`src/rtl/reg_xfer_seq_pkg.sv`:
```
// ============================================================================
// Module      : reg_xfer_seq_pkg
// Description : Shared op codes, bus select codes, FSM state encoding and
//               micro-op table for the register transfer sequencer.
// Revision    : 1.0 - initial release
// ============================================================================
`default_nettype none

package reg_xfer_seq_pkg;

  // Operation codes
  localparam logic [1:0] OP_COPY_AB = 2'd0;
  localparam logic [1:0] OP_COPY_BA = 2'd1;
  localparam logic [1:0] OP_SWAP_AB = 2'd2;
  localparam logic [1:0] OP_CLEAR   = 2'd3;

  // Bus mux select codes
  localparam logic [1:0] SEL_A    = 2'd0;
  localparam logic [1:0] SEL_B    = 2'd1;
  localparam logic [1:0] SEL_C    = 2'd2;
  localparam logic [1:0] SEL_ZERO = 2'd3;

  typedef enum logic [2:0] {
    ST_IDLE  = 3'd0,
    ST_SETUP = 3'd1,
    ST_LOAD  = 3'd2,
    ST_NEXT  = 3'd3,
    ST_DONE  = 3'd4
  } state_t;

  // One micro-op: bus source plus the register strobes fired from it
  typedef struct packed {
    logic [1:0] sel;
    logic       load_a;
    logic       load_b;
    logic       load_c;
  } uop_t;

  localparam uop_t UOP_COPY_AB = '{sel: SEL_A,    load_a: 1'b0, load_b: 1'b1, load_c: 1'b0};
  localparam uop_t UOP_COPY_BA = '{sel: SEL_B,    load_a: 1'b1, load_b: 1'b0, load_c: 1'b0};
  localparam uop_t UOP_SWAP_0  = '{sel: SEL_A,    load_a: 1'b0, load_b: 1'b0, load_c: 1'b1};
  localparam uop_t UOP_SWAP_1  = '{sel: SEL_B,    load_a: 1'b1, load_b: 1'b0, load_c: 1'b0};
  localparam uop_t UOP_SWAP_2  = '{sel: SEL_C,    load_a: 1'b0, load_b: 1'b1, load_c: 1'b0};
  localparam uop_t UOP_CLEAR   = '{sel: SEL_ZERO, load_a: 1'b1, load_b: 1'b1, load_c: 1'b1};

  // Micro-op table lookup by operation and micro-op index
  function automatic uop_t uop_lookup(input logic [1:0] op, input logic [1:0] idx);
    uop_t u;
    case (op)
      OP_COPY_AB: u = UOP_COPY_AB;
      OP_COPY_BA: u = UOP_COPY_BA;
      OP_SWAP_AB: begin
        case (idx)
          2'd0:    u = UOP_SWAP_0;
          2'd1:    u = UOP_SWAP_1;
          default: u = UOP_SWAP_2;
        endcase
      end
      default:    u = UOP_CLEAR;
    endcase
    return u;
  endfunction

  // Index of the final micro-op of an operation
  function automatic logic [1:0] uop_last(input logic [1:0] op);
    return (op == OP_SWAP_AB) ? 2'd2 : 2'd0;
  endfunction

endpackage

`default_nettype wire

```
`src/rtl/xfer_edge_det.sv`:
```
// ============================================================================
// Module      : xfer_edge_det
// Description : Registered rising-edge detector. History resets to 1 so a
//               level already high when reset releases is not seen as an edge.
// Revision    : 1.0 - initial release
// ============================================================================
`default_nettype none

module xfer_edge_det (
  input  logic clk,
  input  logic rst,
  input  logic d,
  output logic rise
);

  logic r_hist;
  logic r_rise;

  // Track previous level and register a one-cycle pulse on 0->1
  always_ff @(posedge clk) begin
    if (rst) begin
      r_hist <= 1'b1;
      r_rise <= 1'b0;
    end else begin
      r_hist <= d;
      r_rise <= d & ~r_hist;
    end
  end

  assign rise = r_rise;

endmodule

`default_nettype wire

```
`src/rtl/reg_xfer_seq.sv`:
```
// ============================================================================
// Module      : reg_xfer_seq
// Description : Micro-sequenced register transfer controller. Steps through a
//               per-operation micro-op table, driving the bus select, waiting
//               SETTLE cycles, then pulsing the register load strobes.
//               Optional macro XFER_STEP_EN: each micro-op additionally waits
//               for a rising edge on step once the settle time has expired.
// Revision    : 1.0 - initial release
// ============================================================================
`default_nettype none

module reg_xfer_seq
  import reg_xfer_seq_pkg::*;
#(
  parameter int SETTLE = 1
) (
  input  logic       clk,
  input  logic       rst,
  input  logic       start,
  input  logic [1:0] op,
  input  logic       step,
  output logic [1:0] sel,
  output logic       xfer_mode,
  output logic       load_a,
  output logic       load_b,
  output logic       load_c,
  output logic       busy,
  output logic       done
);

  localparam logic [3:0] C_SETTLE_M1 = 4'(SETTLE - 1);

  state_t     r_state;
  logic [1:0] r_op;
  logic [1:0] r_idx;
  logic [3:0] r_cnt;
  logic [1:0] r_sel;
  logic       r_load_a;
  logic       r_load_b;
  logic       r_load_c;
  logic       r_busy;
  logic       r_done;
  logic       r_xfer;

  logic       w_start_rise;
  logic       w_advance;
  logic [1:0] w_lk_op;
  logic [1:0] w_lk_idx;
  uop_t       w_uop;

  xfer_edge_det u_start_det (
    .clk  (clk),
    .rst  (rst),
    .d    (start),
    .rise (w_start_rise)
  );

`ifdef XFER_STEP_EN
  logic w_step_rise;

  xfer_edge_det u_step_det (
    .clk  (clk),
    .rst  (rst),
    .d    (step),
    .rise (w_step_rise)
  );

  assign w_advance = w_step_rise;
`else
  logic unused_step;

  assign unused_step = step;
  assign w_advance   = 1'b1;
`endif

  // Single table lookup: first micro-op of the incoming op while idle,
  // the following micro-op in NEXT, the current one otherwise
  always_comb begin
    w_lk_op  = r_op;
    w_lk_idx = r_idx;
    if (r_state == ST_IDLE) begin
      w_lk_op  = op;
      w_lk_idx = 2'd0;
    end else if (r_state == ST_NEXT) begin
      w_lk_idx = r_idx + 2'd1;
    end
    w_uop = uop_lookup(w_lk_op, w_lk_idx);
  end

  // Sequencer FSM with all outputs registered
  always_ff @(posedge clk) begin
    if (rst) begin
      r_state  <= ST_IDLE;
      r_op     <= OP_COPY_AB;
      r_idx    <= 2'd0;
      r_cnt    <= 4'd0;
      r_sel    <= SEL_ZERO;
      r_load_a <= 1'b0;
      r_load_b <= 1'b0;
      r_load_c <= 1'b0;
      r_busy   <= 1'b0;
      r_done   <= 1'b0;
      r_xfer   <= 1'b0;
    end else begin
      r_load_a <= 1'b0;
      r_load_b <= 1'b0;
      r_load_c <= 1'b0;
      r_done   <= 1'b0;
      case (r_state)
        ST_IDLE: begin
          if (w_start_rise) begin
            r_op    <= op;
            r_idx   <= 2'd0;
            r_cnt   <= C_SETTLE_M1;
            r_sel   <= w_uop.sel;
            r_busy  <= 1'b1;
            r_xfer  <= 1'b1;
            r_state <= ST_SETUP;
          end
        end
        ST_SETUP: begin
          if (r_cnt != 4'd0) begin
            r_cnt <= r_cnt - 4'd1;
          end else if (w_advance) begin
            r_sel    <= w_uop.sel;
            r_load_a <= w_uop.load_a;
            r_load_b <= w_uop.load_b;
            r_load_c <= w_uop.load_c;
            r_state  <= ST_LOAD;
          end
        end
        ST_LOAD: begin
          r_state <= ST_NEXT;
        end
        ST_NEXT: begin
          if (r_idx != uop_last(r_op)) begin
            r_idx   <= r_idx + 2'd1;
            r_cnt   <= C_SETTLE_M1;
            r_sel   <= w_uop.sel;
            r_state <= ST_SETUP;
          end else begin
            r_done  <= 1'b1;
            r_state <= ST_DONE;
          end
        end
        ST_DONE: begin
          r_busy  <= 1'b0;
          r_xfer  <= 1'b0;
          r_sel   <= SEL_ZERO;
          r_state <= ST_IDLE;
        end
        default: begin
          r_state <= ST_IDLE;
        end
      endcase
    end
  end

  assign sel       = r_sel;
  assign xfer_mode = r_xfer;
  assign load_a    = r_load_a;
  assign load_b    = r_load_b;
  assign load_c    = r_load_c;
  assign busy      = r_busy;
  assign done      = r_done;

endmodule

`default_nettype wire

```
`config.mk`:
```
export PLATFORM = sky130hd
export DESIGN_NAME = reg_xfer_seq
export DESIGN_NICKNAME = d
export VERILOG_FILES = /design/src/rtl/reg_xfer_seq_pkg.sv /design/src/rtl/xfer_edge_det.sv /design/src/rtl/reg_xfer_seq.sv
export SDC_FILE = /design/constraint.sdc
export NUM_CORES = 1
export LEC_CHECK = 0
export CAP_MARGIN = 20
export CORE_MARGIN = 8
export CORE_UTILIZATION = 45
export DETAILED_ROUTE_END_ITERATION = 12
export PLACE_DENSITY = 0.7
export SLEW_MARGIN = 15
export SYNTH_ARGS = -nofsm -noshare
export SYNTH_HDL_FRONTEND = slang
export SYNTH_SLANG_ARGS = --single-unit
```
`constraint.sdc`:
```
create_clock -name clk -period 2.2 [get_ports clk]
set_clock_uncertainty 0.2 [all_clocks]
set_input_delay 0.33 -clock clk [delete_from_list [all_inputs] [get_ports clk]]
set_output_delay 0.33 -clock clk [all_outputs]
set_load 0.005 [all_outputs]
```
**Cell placement**

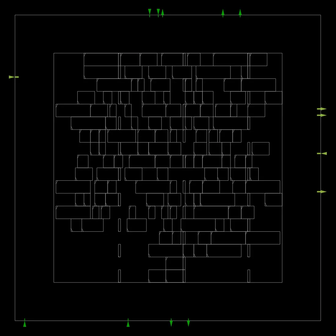
fillers: 240
Core Region: 0.00239 sq mm
Cell Count, Final, Fillers Out: 169

==> reports/results.ini <==
[setup_path]
cp.buffers_inverters=0
cp.required_ps=2240
timing.rr.end=load_a
path_cells=and3b_2 > ha_1 > or3b_1 > o31ai_1 > and3_1
start_kind=flip-flop
worstSetupPathType=flip-flop to flip-flop
crit_end=load_a
cp_max_fo=6
critical_path.top_delay_family=simple AND/OR/NAND/NOR gates
reg2reg_from=r_state[2]
rrSetupSlack_ps=190

[route]
vias=1006
vias_per_cell=5.95
drtIter0Drc=32
drtAntennaViolNets=0
wl_met1_mm=1.12
dr.max_layer_used=met4
wl_met3_um=121
dr_wl_met2_mm=1.28
drc=0

[global_routing]
use_met3=0.0323
overflow=0
grt_start_max_net_pins=17
grt_usage=0.130
top_usage_layer=met2
grt_pass1_wl_mm=4.50
grt_util_met2=0.219
grt_use_met1=0.150
antenna_found_initial=0

[yosys]
syn_inst=123
synthAdderAreaFrac=0.0229
edf_count=0
xor_area_frac=0
synth_area_sq_mm=0.00109
yosys-stat-cells=123
common_cells=20 x dfxtp_1, 11 x a21oi_1, 10 x nand2_1
ys_ff=20
yosys.area.top_type_share=0.367
top_area_cell=dfxtp_1
yosys.stat.seqShare=0.367
yosys-stat-area_sq_mm=0.00109
synth_async_sr_flop_share=0
synth.avg_cell_area_sq_um=8.88
ys_types=45
synthSimpleGateAreaFrac=0.297
yosysMostFrequentCell=dfxtp_1

[power_and_ir_drop]
p_total_uw=938
p_per_area_mw_per_mm2=723
switching_share=0.305
peakVddDrop_mv=0.449
p_leak_nw=0.472
netSwitchingPower_uw=286
p_comb_frac=0.327
internal_power_uw=651

[finish]
antenna_cells=0
postLayoutCoreUtil=0.544
final_common_cell=dfxtp_1
layout-area-overhead-vs-synth_pct=18.8
regMostFlops=r_cnt
largest_reg_flops=4

[floorplanning]
ios=14
initial_core_util=0.458
die_h_um=65.3
chipWidth_um=65.3

[sta]
tns_ps=0
fin_crit_ps=2010
layout_setup_ws_ps=188
rsz0062_at_grt=false
period_used_share=0.914
setup_viol=0
slew_headroom=0.607
drv_slew=0
fmax_mhz=497

[flow_run]
warnings=27

[place]
place_congestion=0.876
place_hpwl_mm=1.93
placedCellCount=165
dpl_cell_area_sq_mm=0.00126

[hold_path]
min_path_cells=1
hp-class=flip-flop to flip-flop
min_from=u_start_det.r_hist

[clocking]
post_cts_buffers=0
path_clk_slew_ps=120
cts_tree=yes
numCtsBuffers=3
post_cts_resized=0
clk_path_buf_depth=2

[outcome]
outcome=complete, no violations

**Sequential cells grouped by signal name**

Scale: 6 px per um. Other sequential cells in the stronger gray, the rest of the logic in the fainter gray.
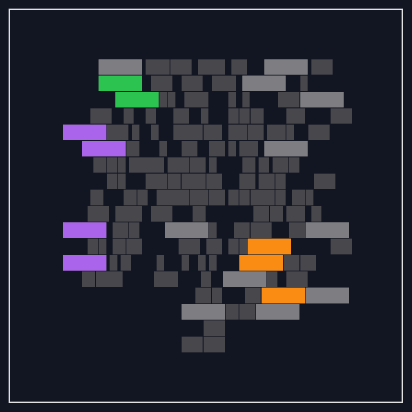
Key: r_cnt = purple [flops 4, where west]; r_state = orange [flops 3]; r_op = green [flops 2]
Another 11 sequential cells are not colored.
power in sequential cells: 417 uW
sequential cell area share: 0.309
register area: 400 sq um

[power groups by stage]
stage | logic (mW) | clock network (mW) | registers [mW]
floorplan | 0.217 | 0 | 0.426
global placement | 0.297 | 0 | 0.424
detailed placement | 0.305 | 0 | 0.426
CTS | 0.309 | 0.220 | 0.417
global route | 0.342 | 0.239 | 0.422
finish | 0.307 | 0.213 | 0.417
[cell type report]
| type | count | area (sq um) | area share |
|---|---|---|---|
| multi-input combinational | 92 | 639 | 0.493 |
| clock buffer | 4 | 36.3 | 0.0280 |
| inverter | 5 | 18.8 | 0.0145 |
| sequential | 20 | 400 | 0.309 |
| timing repair buffer | 18 | 165 | 0.127 |
| tap | 30 | 37.5 | 0.0289 |
No activity file was given, so power comes from the tool's default toggle rates.
